$ cat src/rtl/psram_spi_responder.sv
// ============================================================================
//  Module   : psram_spi_responder
//  Purpose  : Mode-0 SPI responder that emulates a serial PSRAM. It oversamples
//             the SPI pins on sys_clk and serves the reset, read ID, write and
//             read commands from an internal byte array.
//             Optional fast read (0x0B) is enabled by defining PSRAM_FAST_READ_EN.
//  Revision : 1.0 - initial release
// ============================================================================
`default_nettype none

module psram_spi_responder #(
    parameter int         ADDR_W = 8,
    parameter logic [7:0] MF_ID  = 8'h0D,
    parameter logic [7:0] KGD_ID = 8'h5D
) (
    input  logic sys_clk,
    input  logic sys_reset_n,
    input  logic ce_n,
    input  logic sclk,
    input  logic si,
    output logic so,
    output logic so_oe,
    output logic busy,
    output logic rst_evt,
    output logic cmd_err
);

    localparam int               DEPTH   = 1 << ADDR_W;
    localparam logic [ADDR_W-1:0] PTR_ONE = {{(ADDR_W-1){1'b0}}, 1'b1};

    typedef enum logic [2:0] {
        S_IDLE, S_CMD, S_ADDR, S_DUMMY, S_RD, S_WR, S_ID, S_IGNORE
    } state_t;

    typedef enum logic [1:0] {K_RD, K_WR, K_ID, K_FRD} kind_t;

    logic [1:0]        ce_sync_q;
    logic [2:0]        sclk_sync_q;
    logic [1:0]        si_sync_q;

    state_t            state_q;
    kind_t             kind_q;
    logic [4:0]        bitcnt_q;
    logic [6:0]        sh_q;
    logic [ADDR_W-2:0] addr_sh_q;
    logic [ADDR_W-1:0] ptr_q;
    logic [6:0]        out_sh_q;
    logic [2:0]        outcnt_q;
    logic [1:0]        id_idx_q;
    logic              reset_armed_q;
    logic              so_q, so_oe_q, busy_q, rst_evt_q, cmd_err_q;
    logic              we_q;
    logic [ADDR_W-1:0] waddr_q;
    logic [7:0]        wdata_q;
    logic [7:0]        mem [DEPTH];

    logic              ce_s, sclk_rise, sclk_fall, si_s;
    logic [7:0]        byte_in;
    logic [ADDR_W-1:0] addr_in;
    logic [7:0]        out_byte;

    assign ce_s      = ce_sync_q[1];
    assign si_s      = si_sync_q[1];
    assign sclk_rise =  sclk_sync_q[1] & ~sclk_sync_q[2];
    assign sclk_fall = ~sclk_sync_q[1] &  sclk_sync_q[2];
    assign byte_in   = {sh_q, si_s};
    assign addr_in   = {addr_sh_q, si_s};

    always_comb begin
        out_byte = mem[ptr_q];
        if (state_q == S_ID) begin
            case (id_idx_q)
                2'd0:    out_byte = MF_ID;
                2'd1:    out_byte = KGD_ID;
                default: out_byte = 8'h00;
            endcase
        end
    end

    // ce_n resets to the inactive (high) level so reset never looks like a frame start.
    always_ff @(posedge sys_clk or negedge sys_reset_n) begin
        if (!sys_reset_n) begin
            ce_sync_q   <= 2'b11;
            sclk_sync_q <= '0;
            si_sync_q   <= '0;
        end else begin
            ce_sync_q   <= {ce_sync_q[0], ce_n};
            sclk_sync_q <= {sclk_sync_q[1:0], sclk};
            si_sync_q   <= {si_sync_q[0], si};
        end
    end

    always_ff @(posedge sys_clk or negedge sys_reset_n) begin
        if (!sys_reset_n) begin
            state_q       <= S_IDLE;
            kind_q        <= K_RD;
            bitcnt_q      <= '0;
            sh_q          <= '0;
            addr_sh_q     <= '0;
            ptr_q         <= '0;
            out_sh_q      <= '0;
            outcnt_q      <= '0;
            id_idx_q      <= '0;
            reset_armed_q <= 1'b0;
            so_q          <= 1'b0;
            so_oe_q       <= 1'b0;
            busy_q        <= 1'b0;
            rst_evt_q     <= 1'b0;
            cmd_err_q     <= 1'b0;
            we_q          <= 1'b0;
            waddr_q       <= '0;
            wdata_q       <= '0;
        end else begin
            rst_evt_q <= 1'b0;
            cmd_err_q <= 1'b0;
            we_q      <= 1'b0;
            if (ce_s) begin
                // Frame end or abort: any sclk edge this cycle is ignored.
                state_q  <= S_IDLE;
                so_q     <= 1'b0;
                so_oe_q  <= 1'b0;
                busy_q   <= 1'b0;
                bitcnt_q <= '0;
                outcnt_q <= '0;
            end else begin
                busy_q <= 1'b1;
                case (state_q)
                    S_IDLE: begin
                        state_q  <= S_CMD;
                        bitcnt_q <= '0;
                    end
                    S_CMD: if (sclk_rise) begin
                        sh_q     <= byte_in[6:0];
                        bitcnt_q <= bitcnt_q + 5'd1;
                        if (bitcnt_q == 5'd7) begin
                            bitcnt_q      <= '0;
                            reset_armed_q <= 1'b0;
                            state_q       <= S_IGNORE;
                            case (byte_in)
                                8'h03: begin kind_q <= K_RD;  state_q <= S_ADDR; end
                                8'h02: begin kind_q <= K_WR;  state_q <= S_ADDR; end
                                8'h9F: begin kind_q <= K_ID;  state_q <= S_ADDR; end
`ifdef PSRAM_FAST_READ_EN
                                8'h0B: begin kind_q <= K_FRD; state_q <= S_ADDR; end
`endif
                                8'h66: reset_armed_q <= 1'b1;
                                8'h99: if (reset_armed_q) begin
                                    rst_evt_q <= 1'b1;
                                    ptr_q     <= '0;
                                    outcnt_q  <= '0;
                                end
                                default: cmd_err_q <= 1'b1;
                            endcase
                        end
                    end
                    S_ADDR: if (sclk_rise) begin
                        addr_sh_q <= addr_in[ADDR_W-2:0];
                        bitcnt_q  <= bitcnt_q + 5'd1;
                        if (bitcnt_q == 5'd23) begin
                            bitcnt_q <= '0;
                            ptr_q    <= addr_in;
                            outcnt_q <= '0;
                            id_idx_q <= '0;
                            case (kind_q)
                                K_WR:    state_q <= S_WR;
                                K_ID:    state_q <= S_ID;
                                K_FRD:   state_q <= S_DUMMY;
                                default: state_q <= S_RD;
                            endcase
                        end
                    end
                    S_DUMMY: if (sclk_rise) begin
                        bitcnt_q <= bitcnt_q + 5'd1;
                        if (bitcnt_q == 5'd7) begin
                            bitcnt_q <= '0;
                            state_q  <= S_RD;
                        end
                    end
                    S_RD, S_ID: if (sclk_fall) begin
                        so_oe_q  <= 1'b1;
                        outcnt_q <= outcnt_q + 3'd1;
                        if (outcnt_q == 3'd0) begin
                            so_q     <= out_byte[7];
                            out_sh_q <= out_byte[6:0];
                        end else begin
                            so_q     <= out_sh_q[6];
                            out_sh_q <= {out_sh_q[5:0], 1'b0};
                        end
                        if (outcnt_q == 3'd7) begin
                            if (state_q == S_RD)
                                ptr_q <= ptr_q + PTR_ONE;
                            else if (id_idx_q != 2'd2)
                                id_idx_q <= id_idx_q + 2'd1;
                        end
                    end
                    S_WR: if (sclk_rise) begin
                        sh_q     <= byte_in[6:0];
                        bitcnt_q <= bitcnt_q + 5'd1;
                        if (bitcnt_q == 5'd7) begin
                            bitcnt_q <= '0;
                            we_q     <= 1'b1;
                            waddr_q  <= ptr_q;
                            wdata_q  <= byte_in;
                            ptr_q    <= ptr_q + PTR_ONE;
                        end
                    end
                    S_IGNORE: ;
                    default: state_q <= S_IDLE;
                endcase
            end
        end
    end

    always_ff @(posedge sys_clk) begin
        if (we_q)
            mem[waddr_q] <= wdata_q;
    end

    assign so      = so_q;
    assign so_oe   = so_oe_q;
    assign busy    = busy_q;
    assign rst_evt = rst_evt_q;
    assign cmd_err = cmd_err_q;

endmodule

`default_nettype wire

$ cat config.mk
export PLATFORM = sky130hd
export DESIGN_NAME = psram_spi_responder
export DESIGN_NICKNAME = d
export VERILOG_FILES = /design/src/rtl/psram_spi_responder.sv
export SDC_FILE = /design/constraint.sdc
export NUM_CORES = 2
export LEC_CHECK = 0
export CORE_UTILIZATION = 40
export CTS_CLUSTER_DIAMETER = 200
export DETAILED_ROUTE_END_ITERATION = 10
export DONT_BUFFER_PORTS = 1
export GPL_TIMING_DRIVEN = 0
export PLACE_DENSITY_LB_ADDON = 0.12
export SKIP_CTS_REPAIR_TIMING = 1
export SYNTH_ARGS = -nofsm -noshare
export SYNTH_HDL_FRONTEND = slang
export SYNTH_SLANG_ARGS = --single-unit
$ cat constraint.sdc
create_clock -name sys_clk -period 4.1 [get_ports sys_clk]
set_clock_uncertainty 0.2 [all_clocks]
set_input_delay 0.615 -clock sys_clk [delete_from_list [all_inputs] [get_ports sys_clk]]
set_output_delay 0.615 -clock sys_clk [all_outputs]
set_load 0.03 [all_outputs]
**Signal metal coverage by tile**

The bar under the picture is 100 µm long. The die is cut into 23 by 23 equal tiles; dark blue is low, red is high, scaled to the fullest tile. Values are wire area over tile area, all layers added.
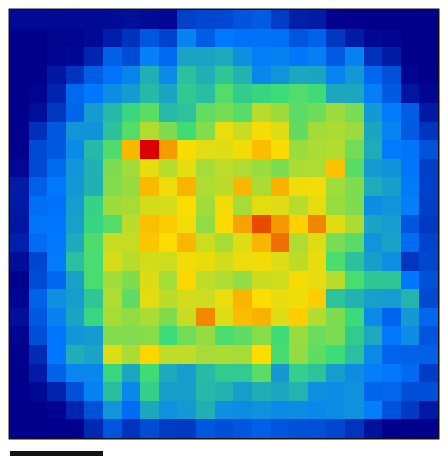
The densest ninth of the die: middle. The fullest tile reaches 0.80. 36% of the tiles are over half the peak. The mean over all tiles is 0.31.
vias: 49,050
WL per Instance: 48.82 µm
gr usage total: 0.3470

**Metal layers overlaid**

The bar under the picture is 100 µm long.
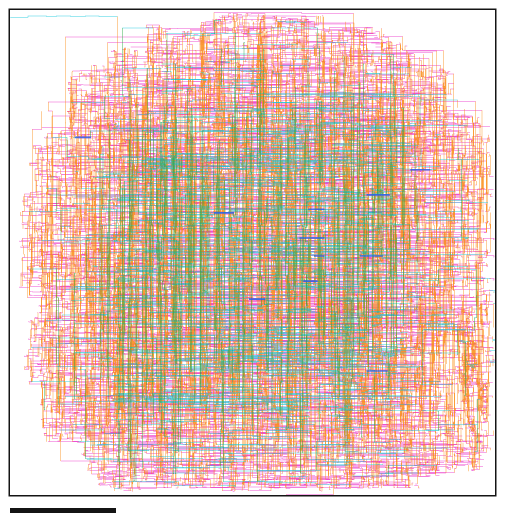
Blue is M5, wire length 178 µm. Orange is M2, wire length 157 mm. Magenta is M1, wire length 138 mm. Cyan is M3, wire length 45.4 mm. Green is M4, wire length 25.3 mm.
final wirelength: 365.2 mm

**Sequential cells coloured by netlist name**

The bar under the picture is 100 µm long. Other sequential cells in the stronger grey, the rest of the logic in the fainter grey.
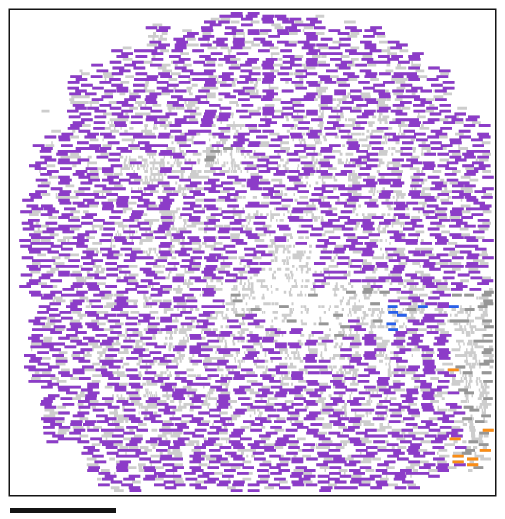
Orange is `wdata_q`, placed flops 8, where bottom right. Purple is `mem`, placed flops 2,048, where spread over the die. Blue is `addr_sh_q`, placed flops 7.

**Cells coloured by class**

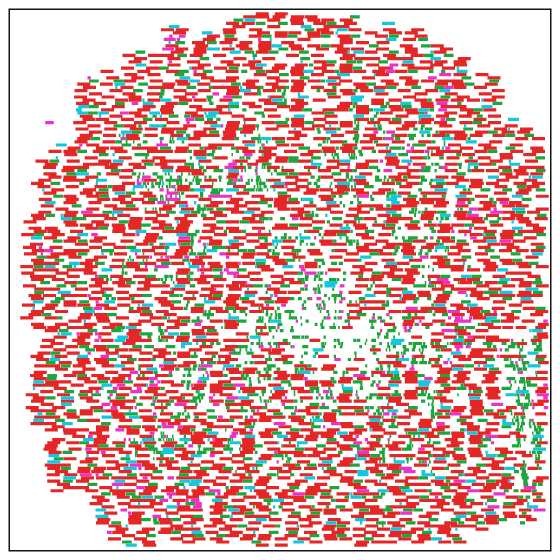
Red is registers, cells 2,122. Magenta is remaining buffers and delay cells, cells 344. Cyan is clock drivers and dummy loads, cells 409. Green is remaining logic cells, cells 1,808.

**Routing congestion map**

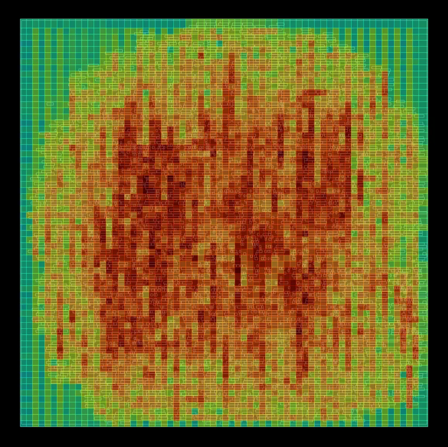
met2 Usage GRT: 0.4985
met1 GRT Util: 0.4662

==> run summary <==
Status: finished with violations
Failing checks: capacitance limit, slew limit, setup timing
RD Place Congestion: 1.024
Core Util, Final: 0.4689
P_int: 37.72 mW
Die X: 458.8 µm
Mapped Avg Cell Area: 19.96 µm²
PortBufs: 0
Type of origin of the critical path: register
Worst-path maximum fanout: 10
Die area: 210,500 µm²
Met1 WL: 137.6 mm
Final hold viol count: 0
Flop share of the area: 0.6522
Crit path capture: so$_DFFE_PN0P_
Pins Over Slew Limit: 11
Tapcells: 2,788
First-pass GRT wire length: 468.9 mm
Combinational fraction of design power: 0.159
CORE AREA: 207,300 µm²
Setup crit start: ptr_q[4]$_DFFE_PN0P_
H-tree levels: 4
Finished Layout Cells: 7,481
Max_cap viols: 4
Top cells, area: edfxtp_1 (74%), mux4_2 (12%), mux2i_1 (2.4%)
Top sig layer: met5
Seq/Total Area, Yosys: 0.7590
RSZ-0062 raised after global routing: true
Combinational power: 8.32 mW
CP max stage cell: inv_1
Initial antenna violation count: 35
Worst-path clk slew: 60 ps
Worst hold path startpoint: ce_n
GRT overflow: 0
Max clock buf depth: 3
# DRC: 0
# diodes: 10
Placed Area: 88,230 µm²
Post-Syn Instances: 4,182
WP data required: 4650 ps
Global routing usage on met3: 0.1008
Tool Warnings: 33
Hold crit path type: primary input to register
Lkg Pwr: 27.33 nW
WL met2: 156.8 mm
Setup-failing EPs final: 322
Multi-In Gates: 1,794
Crit Reg-Reg Startpoint: ptr_q[4]$_DFFE_PN0P_
PnR worst setup slack: -306.2 ps
Post-route cell area: 97,190 µm²
Post-Syn Area: 83,470 µm²
Busiest layer in global routing: met2
Seq_cells: 2,122
Xor+xnor area frac: 0.0003148
Share of layout cells above drive strength 1: 0.2543
Slew Limit Headroom: -0.07302
Hpwl dp: 240.8 mm
Site Rows: 167
Worst Tran Pin Value: 1610 ps
I/O Pins: 10
No activity file was given, so power comes from the tool's default toggle rates.
